==> config.mk <==
export PLATFORM = sky130hd
export DESIGN_NAME = clk_div_prog
export DESIGN_NICKNAME = d
export VERILOG_FILES = /design/src/rtl/clk_div_prog.sv
export SDC_FILE = /design/constraint.sdc
export NUM_CORES = 1
export LEC_CHECK = 0
export CAP_MARGIN = 20
export CORE_MARGIN = 5
export CORE_UTILIZATION = 50
export CTS_CLUSTER_DIAMETER = 200
export DETAILED_ROUTE_END_ITERATION = 10
export PLACE_DENSITY = 0.73
export SYNTH_ARGS = -nofsm -noshare
export SYNTH_HDL_FRONTEND = slang
export SYNTH_SLANG_ARGS = --single-unit
==> constraint.sdc <==
create_clock -name CLK -period 3.4 [get_ports CLK]
set_input_delay 0.51 -clock CLK [delete_from_list [all_inputs] [get_ports CLK]]
set_output_delay 0.51 -clock CLK [all_outputs]
set_load 0.05 [all_outputs]
==> src/rtl/clk_div_prog.sv <==
// clk_div_prog: programmable 50% duty clock divider with a shadowed divisor that reloads only at period boundaries.
// Define CLKDIV_EDGE_STROBE_EN to build the RISE/FALL strobes; otherwise they are tied to 0.
module clk_div_prog #(
   parameter int CNT_W = 16,
   parameter int unsigned DIV_DEFAULT = 90,
   parameter logic IDLE_LVL = 1'b0
) (
   input  logic             CLK,
   input  logic             RST,
   input  logic             EN,
   input  logic             SYNC,
   input  logic [CNT_W-1:0] DIV_IN,
   input  logic             DIV_LD,
   output logic             DIV_ACK,
   output logic             CLKOUT,
   output logic             RISE,
   output logic             FALL
);
   logic [CNT_W-1:0] cnt, div_act, div_sh;
   logic pend, run, hit, xfer;
   assign run = EN & ~SYNC;
   assign hit = cnt == div_act;
   // a held-off or restarted divider is a safe place to swap divisors; otherwise wait for the toggle back to idle
   assign xfer = pend & (~run | (hit & (CLKOUT != IDLE_LVL)));
   always_ff @(posedge CLK or posedge RST) begin
      if (RST) begin
         cnt     <= '0;
         div_act <= CNT_W'(DIV_DEFAULT);
         div_sh  <= CNT_W'(DIV_DEFAULT);
         pend    <= 1'b0;
         CLKOUT  <= IDLE_LVL;
         DIV_ACK <= 1'b0;
      end else begin
         cnt     <= (!run || hit) ? '0 : cnt + 1'b1;
         CLKOUT  <= !run ? IDLE_LVL : (hit ? ~CLKOUT : CLKOUT);
         div_act <= xfer ? div_sh : div_act;
         div_sh  <= DIV_LD ? DIV_IN : div_sh;
         pend    <= DIV_LD | (pend & ~xfer);
         DIV_ACK <= xfer;
      end
   end
`ifdef CLKDIV_EDGE_STROBE_EN
   logic toggle;
   assign toggle = run & hit;
   always_ff @(posedge CLK or posedge RST) begin
      if (RST) begin
         RISE <= 1'b0;
         FALL <= 1'b0;
      end else begin
         RISE <= toggle & ~CLKOUT;
         FALL <= toggle & CLKOUT;
      end
   end
`else
   assign RISE = 1'b0;
   assign FALL = 1'b0;
`endif
endmodule

==> flow_metrics.env, run 1 <==
# source this file to load flow results
export IMPL_min_delay_path_class="in -> async"
export IMPL_port_buffers=22
export IMPL_die_area_um2=6961
export IMPL_detailed_place_hpwl_mm=3.573
export IMPL_postCtsResizedCells=0
export IMPL_worstPathCellList="clkdlybuf4s50_1, nand2b_1, o21ai_2, buf_4, mux2i_1, mux2i_1"
export IMPL_clock_fmax_ghz=0.4723
export IMPL_cts_sinks=51
export IMPL_openroad_warnings=26
export IMPL_synth_compound_gate_area_share_pct=2.552
export IMPL_worst_pin_slew_ps=778.3
export IMPL_rr_worst_depth=5
export IMPL_placement_cell_area_um2=2935
export IMPL_synthAdderAreaFrac_pct=0.4640
export IMPL_power_ir_vdd_worst_mv=0.2710
export IMPL_share_of_the_clock_period_used_by_the_worst_path_after_layout_pct=62.27
export IMPL_timing_setup_tns_ps=0
export IMPL_crit_type="in -> reg"
export IMPL_setup_failing_eps_final=0
export IMPL_htree_levels=2
export IMPL_status="complete, no violations"
export IMPL_place_worst_setup_slack_ps=961.4
export IMPL_number_of_flops_mapped_to_enable_cells_by_yosys=0
export IMPL_ys_ff=51
export IMPL_power_leakage_uw=0.001236
export IMPL_top_level_ports=25
export IMPL_timing_critical_path_slowest_cell_delay_ps=460
export IMPL_cts_root_to_sink_buffers=2
export IMPL_global_route_overflow_total=0
export IMPL_intPower_uw=1026
export IMPL_critPathLaunchType="input pin"
export IMPL_post_synth_and_or_nand_nor_area_fraction_pct=10.58
export IMPL_synth_cell_area_um2=2696
export IMPL_core_area_um2=5172
export IMPL_critPathSlowestCell="sky130_fd_sc_hd__nand2b_1"
export IMPL_dp_cells=305
export IMPL_share_seq_of_total_power_pct=53.1
export IMPL_reg2reg_to="div_act[10]$_DFFE_PP0P_"
export IMPL_vias_post_dr=1717
export IMPL_drt_antenna_net_count=0
export IMPL_whs_ps=505.8
export IMPL_detail_route_wl_per_cell_um=15.75
export IMPL_worst_clock_skew_ps=11.06
export IMPL_die_w_um=83.44
export IMPL_post_route_util_pct=59.31
export IMPL_synth_main_ff_cell="sky130_fd_sc_hd__dfrtp_1"
export IMPL_setup_worst_path_end="div_act[10]$_DFFE_PP0P_"
export IMPL_insertion_delay_late_pin_ps=310
export IMPL_fin_nets=265
export IMPL_finalMaxSlewViolations=0
export IMPL_groute_usage_overall_pct=14.85
export IMPL_tritoncts="built"
export IMPL_number_of_antenna_violations_at_the_first_check_in_global_routing=0
export IMPL_layout_cells_sized_above_1_pct=17.62
export IMPL_synth_seq_area_share_pct=47.70
export IMPL_cts_hold_buffers_added=0
export IMPL_switching_power_uw=364.2
export IMPL_antenna_cells=0
export IMPL_viasPerCell=5.468
export IMPL_via_count_of_the_first_global_routing_pass=1763
export IMPL_postSynthCellCount=223
export IMPL_ys_chip_area_um2=2696
export IMPL_switching_share_pct=26.20
export IMPL_finish_cell_count_without_fillers=314
export IMPL_drv_cap=0
export IMPL_finalWirelength_mm=4.947
export IMPL_comb_power_share_pct=16.7
export IMPL_critical_path_peak_fanout=18
export IMPL_syn_mean_instance_area_um2=12.09
export IMPL_fp_row_count=26
export IMPL_maximum_number_of_pins_on_one_net_before_global_route_repair=52
export IMPL_drc=0
## run 1: cell usage after synthesis, types with 3 or more instances
library cell               count  area [um2]
sky130_fd_sc_hd__xor2_1        7       61.31
sky130_fd_sc_hd__a211oi_1      3       22.52
sky130_fd_sc_hd__clkbuf_1      3       11.26
sky130_fd_sc_hd__nand2_1       8       30.03
sky130_fd_sc_hd__mux2_2       16       180.2
sky130_fd_sc_hd__buf_6         4       45.04
sky130_fd_sc_hd__nand4_1       9       56.30
sky130_fd_sc_hd__buf_2         4       20.02
sky130_fd_sc_hd__dfstp_2       8       210.2
sky130_fd_sc_hd__buf_4         3       22.52
sky130_fd_sc_hd__nor3_1       14       70.07
sky130_fd_sc_hd__xnor2_1      18       157.7
sky130_fd_sc_hd__mux2i_1      49       490.5
sky130_fd_sc_hd__inv_1         4       15.01
sky130_fd_sc_hd__nand3_1       5       25.02
sky130_fd_sc_hd__o21ai_0       3       15.01
sky130_fd_sc_hd__dfrtp_1      43        1076
## run 1: power by group through the flow
stage	sequential [uW]	clock (uW)	combinational, uW
2_1_floorplan	734	0	178
6_report	737	421	232
3_5_place_dp	750	0	233
3_3_place_gp	745	0	221
4_1_cts	738	429	233
5_1_grt	747	460	256
## run 1: layer usage
| layer | wire [um] | vias up | global-route usage (%) |
|---|---|---|---|
| li1 | - | 830 | - |
| met1 | 2230 | 858 | 19.42 |
| met2 | 2490 | 24 | 24.56 |
| met3 | 165 | 5 | 3.465 |
| met4 | 61 | 0 | 4.386 |
| met5 | 0 | - | 0 |
## run 1: cell type report
| class | instances | area, um2 |
|---|---|---|
| clock buffer | 5 | 68.82 |
| clock inverter | 3 | 43.79 |
| fill | 435 | 2105 |
| inverter | 4 | 15.01 |
| multi-input combinational | 154 | 1296 |
| sequential | 51 | 1286 |
| tap | 70 | 87.58 |
| timing repair buffer | 27 | 270.3 |
## run 1: placed cells by master (no fill, tap or decap), drive strengths merged
| cell type | synthesis | final |
|---|---|---|
| dfrtp | 43 | 43 |
| nor3b | 1 | 1 |
| xor2 | 7 | 7 |
| a211oi | 3 | 3 |
| or2 | 1 | 1 |
| dfstp | 8 | 8 |
| nand2b | 1 | 1 |
| nand2 | 8 | 8 |
| nand4 | 9 | 9 |
| buf | 12 | 5 |
| nand3 | 5 | 5 |
| and3 | 2 | 2 |
| nor2b | 1 | 1 |
| clkinv | 0 | 2 |
| and4 | 2 | 2 |
| ha | 1 | 1 |
| nor4 | 2 | 2 |
| mux2i | 49 | 49 |
| a31oi | 1 | 1 |
| conb | 1 | 2 |
| bufinv | 0 | 1 |
| xnor2 | 20 | 20 |
| clkbuf | 3 | 5 |
| or4 | 1 | 1 |
| nor3 | 14 | 14 |
| o31ai | 1 | 1 |
| a31o | 1 | 1 |
| inv | 4 | 4 |
| mux2 | 16 | 16 |
| clkdlybuf4s50 | 0 | 22 |
| or3 | 2 | 2 |
| o21ai | 4 | 4 |
## run 1: flip-flops by register name, indices dropped and copies added (netlist names)
register,flops
DIV_ACK,1
CLKOUT,1
div_act,16
pend,1
div_sh,16
cnt,16
run_1/density.png
Scale: 4 px per um. The die is cut into 8 by 8 equal tiles; black is low, pale yellow is high, 0 to 100% covered.
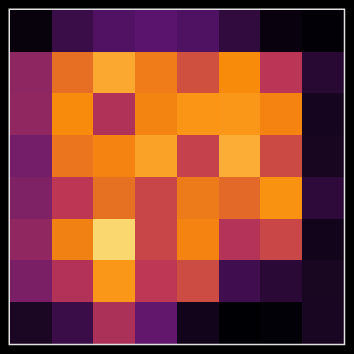
emptiest ninth of the die	bottom right
tiles over 75% full	13%
mean over tiles	43%
fullest tile	91%
densest ninth of the die	middle

run_1/drive_strength.png
Scale: 6 px per um.
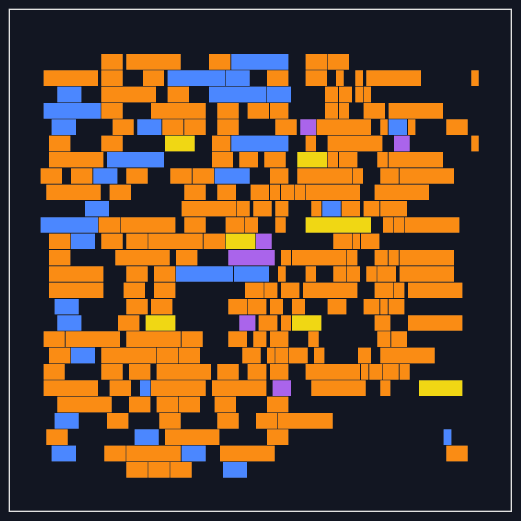
size	color	cells	most used
drive 1 or less	orange	201	mux2i_1
drive 6 and up	yellow	7	clkbuf_8
drive 3 to 4	purple	6	buf_4
drive 2	blue	30	mux2_2
final setup margin: 1283 ps
non-clock buffer count: 27
area growth from synthesis to final layout: 13.78%
Finished Cell Area: 3068 um2

run_1/met2.png
Scale: 4 px per um.
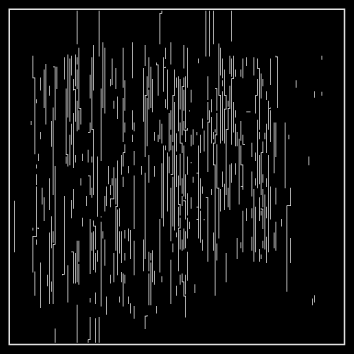
longest straight run	32.6 um
share of all routed wire	50%
nets with wire on the layer	236
wire length on this layer	2490 um

run_1/zoom.png
Region (29, 29) to (54, 54) um. Cells in gray, sequential cells in the stronger gray; small squares are vias.
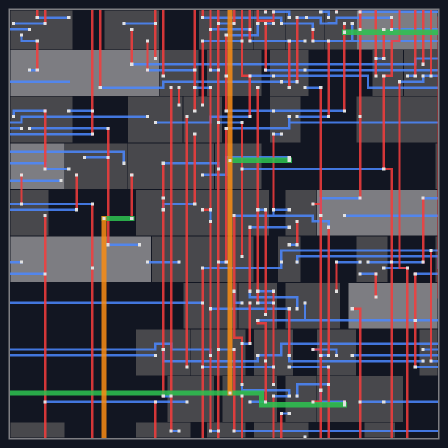
layer	color
met3	green
met2	red
met4	orange
met1	blue
most frequent	xnor2_1 (9), nand4_1 (5)
cells with their middle in the window	40
sequential cells in the window	5
netlist names of flops here include	cnt (3), div_act (2)

==> inputs of run 2 (changes only) <==
--- a/config.mk
+++ b/config.mk
@@ -10,7 +10,7 @@
 export CORE_UTILIZATION = 50
 export CTS_CLUSTER_DIAMETER = 200
 export DETAILED_ROUTE_END_ITERATION = 10
-export PLACE_DENSITY = 0.73
+export PLACE_DENSITY = 0.76
 export SYNTH_ARGS = -nofsm -noshare
 export SYNTH_HDL_FRONTEND = slang
 export SYNTH_SLANG_ARGS = --single-unit
==> constraint.sdc (replaced) <==
create_clock -name CLK -period 1.9 [get_ports CLK]
set_input_delay 0.285 -clock CLK [delete_from_list [all_inputs] [get_ports CLK]]
set_output_delay 0.285 -clock CLK [all_outputs]
set_load 0.05 [all_outputs]
==> flow_metrics.env, run 2 <==
# source this file to load flow results
export IMPL_status="complete, no violations"
export IMPL_crit_type="reg -> reg"
export IMPL_drtIter0Drc=118
export IMPL_top_cells_by_count="sky130_fd_sc_hd__mux2i_1 (49), sky130_fd_sc_hd__dfrtp_1 (43), sky130_fd_sc_hd__xnor2_1 (18), sky130_fd_sc_hd__mux2_2 (16), sky130_fd_sc_hd__nor3_1 (14)"
export IMPL_insertion_delay_late_pin_ps=310
export IMPL_min_delay_path_class="in -> async"
export IMPL_lay_top_count="sky130_fd_sc_hd__mux2i_1"
export IMPL_timing_critical_path_slowest_cell_delay_ps=580
export IMPL_number_of_antenna_violations_at_the_first_check_in_global_routing=0
export IMPL_critical_path_peak_fanout=23
export IMPL_worst_clock_skew_ps=10.58
export IMPL_critPathSlowestCell="sky130_fd_sc_hd__dfstp_2"
export IMPL_top_cells_by_area="sky130_fd_sc_hd__dfrtp_1 (40%), sky130_fd_sc_hd__mux2i_1 (18%), sky130_fd_sc_hd__dfstp_2 (7.8%)"
export IMPL_power_leakage_uw=0.001262
export IMPL_antenna_cells=0
export IMPL_syn_to_final_growth_pct=16.10
export IMPL_layout_filler_cells=418
export IMPL_cts_root_to_sink_buffers=2
export IMPL_seq_area_um2=1286
export IMPL_comb_area_um2=1296
export IMPL_timing_critical_path_arrival_ps=2000
export IMPL_cts_sinks=51
export IMPL_drv_cap=0
export IMPL_drc=0
export IMPL_drt_first_pass_iters=4
export IMPL_whs_ps=336.3
export IMPL_synth_top_area_share_pct=39.91
export IMPL_post_route_util_pct=60.52
export IMPL_finalMaxSlewViolations=0
export IMPL_syn_mean_instance_area_um2=12.09
export IMPL_global_route_overflow_total=0
export IMPL_drt_antenna_net_count=0
export IMPL_fin_nets=269
export IMPL_setup_failing_eps_final=0
export IMPL_critPathLaunchType="register"
export IMPL_layout_top_registers="cnt x16, div_act x16, div_sh x16"
export IMPL_timing_setup_tns_ps=0
export IMPL_maximum_number_of_pins_on_one_net_before_global_route_repair=52
export IMPL_viasPerCell=5.522
export IMPL_postSynthCellCount=223
export IMPL_clock_fmax_ghz=0.5615
export IMPL_synth_most_common_cell="sky130_fd_sc_hd__mux2i_1"
export IMPL_netlist_top_cell_by_area="sky130_fd_sc_hd__dfrtp_1"
export IMPL_synth_main_ff_cell="sky130_fd_sc_hd__dfrtp_1"
export IMPL_tritoncts="built"
export IMPL_vias_post_dr=1756
export IMPL_layout_cells_sized_above_1_pct=18.95
export IMPL_cts_hold_buffers_added=0
export IMPL_finalWirelength_mm=5.045
export IMPL_power_ir_vdd_worst_mv=0.5113
export IMPL_number_of_flops_mapped_to_enable_cells_by_yosys=0
export IMPL_placement_cell_area_um2=3020
export IMPL_core_area_um2=5172
export IMPL_worstPathCellList="xnor2_2, nand4_1, nor4_4, buf_12, mux2i_1"
export IMPL_lay_top_cells="sky130_fd_sc_hd__mux2i_1 (49), sky130_fd_sc_hd__dfrtp_1 (43), sky130_fd_sc_hd__clkdlybuf4s50_1 (21), sky130_fd_sc_hd__xnor2_1 (18), sky130_fd_sc_hd__mux2_2 (16)"
export IMPL_groute_usage_overall_pct=15.34
export IMPL_synth_seq_area_share_pct=47.70
export IMPL_port_buffers=22
export IMPL_synth_cell_area_um2=2696
export IMPL_ys_chip_area_um2=2696
export IMPL_share_of_the_clock_period_used_by_the_worst_path_after_layout_pct=93.73
export IMPL_top_level_ports=25
export IMPL_ys_ff=51
export IMPL_via_count_of_the_first_global_routing_pass=1820
export IMPL_detail_route_wl_per_cell_um=15.86
export IMPL_postCtsResizedCells=0
export IMPL_die_area_um2=6961
export IMPL_die_w_um=83.44
export IMPL_fp_row_count=26
export IMPL_openroad_warnings=26
export IMPL_htree_levels=2
export IMPL_detailed_place_hpwl_mm=3.576
-- run 2: cell types whose count changed in the layout (fill, tap and decap cells not counted), sizes merged --
cell / before / now
clkbuf: 5 / 6
buf: 5 / 10
clkinv: 2 / 0
clkdlybuf4s50: 22 / 21
clkinvlp: 0 / 1
-- run 2: where the power goes --
group	switching, uW	total, uW	internal [uW]
Clock	350	743	393
Sequential	107	1320	1210
Combinational	190	436	245
Total	648	2500	1850
-- run 2: worst max-delay path, delay by kind of cell (launching register included) --
kind | cells | cell delay (ps)
xor gates and xnor gates | 1 | 120
buffers and inverters | 1 | 240
DFF | 1 | 580
muxes | 1 | 230
and+or+nand+nor | 2 | 530
-- run 2: per-stage QoR --
stage | setup WS [ps] | instances
2_1_floorplan | 94.66 | 224
5_1_grt | 27.71 | 318
3_3_place_gp | 202.5 | 310
4_1_cts | 99.17 | 318
6_report | 119.1 | 318
3_5_place_dp | 126.5 | 310
-- run 2: worst paths after layout --
| path | endpoint | slack (ps) | cells after the start |
|---|---|---|---|
| worst max register to register | div_act[7]$_DFFE_PP0P_ | 120 | 5 |
| min in group CLK | div_sh[5]$_DFFE_PP0P_ | 540 | 1 |
| worst min register to register | div_sh[5]$_DFFE_PP0P_ | 540 | 1 |
| max in group asynchronous | div_act[3]$_DFFE_PP1P_ | 1280 | 3 |
| worst max-delay path | div_act[7]$_DFFE_PP0P_ | 120 | 5 |
| worst min-delay path | div_act[11]$_DFFE_PP0P_ | 340 | 3 |
-- run 2: layout make-up --
type	instances	area share, %
tap	70	2.798
clock buffer	6	2.318
timing repair buffer	31	10.71
inverter	4	0.4796
multi-input combinational	154	41.41
sequential	51	41.09
clock inverter	2	1.199
-- run 2: cells by family (layout without fill, tap and decap cells) --
logic type | Yosys count | in the layout | synth area share (%)
multiplexers | 65 | 65 | 24.87
flip-flops | 51 | 51 | 47.70
AND/OR/NAND/NOR | 49 | 49 | 10.58
XOR/XNOR | 27 | 27 | 9.327
buffers and inverters | 19 | 43 | 4.361
AND-OR/OR-AND | 10 | 10 | 2.552
adder cells (fa/ha/maj) | 1 | 1 | 0.4640
other | 1 | 2 | 0.1391
-- run 2: per-layer routing --
metal  routed length, um  GRT usage, %  vias up
li1                    -             -      842
met3                 207         2.673        6
met5                   0             0        -
met4                  80         8.480        0
met1                2238         20.14      870
met2                2518         23.98       38
run_2/drive_strength.png
Scale: 6 px per um.
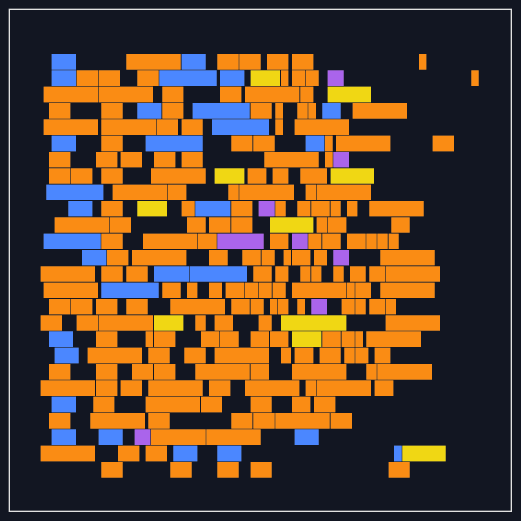
size	color	cells	most used
drive 2	blue	29	mux2_2
drive 3 to 4	purple	8	buf_4
drive 6 and up	yellow	10	clkbuf_8
drive 1 or less	orange	201	mux2i_1

run_2/density.png
Scale: 4 px per um. The die is cut into 8 by 8 equal tiles; black is low, pale yellow is high, 0 to 100% covered.
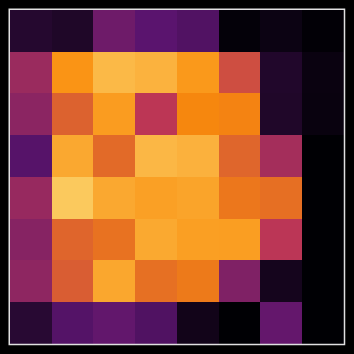
emptiest ninth of the die	top right
mean over tiles	44%
tiles over 75% full	25%
fullest tile	88%

Power and IR drop assume default switching activity.
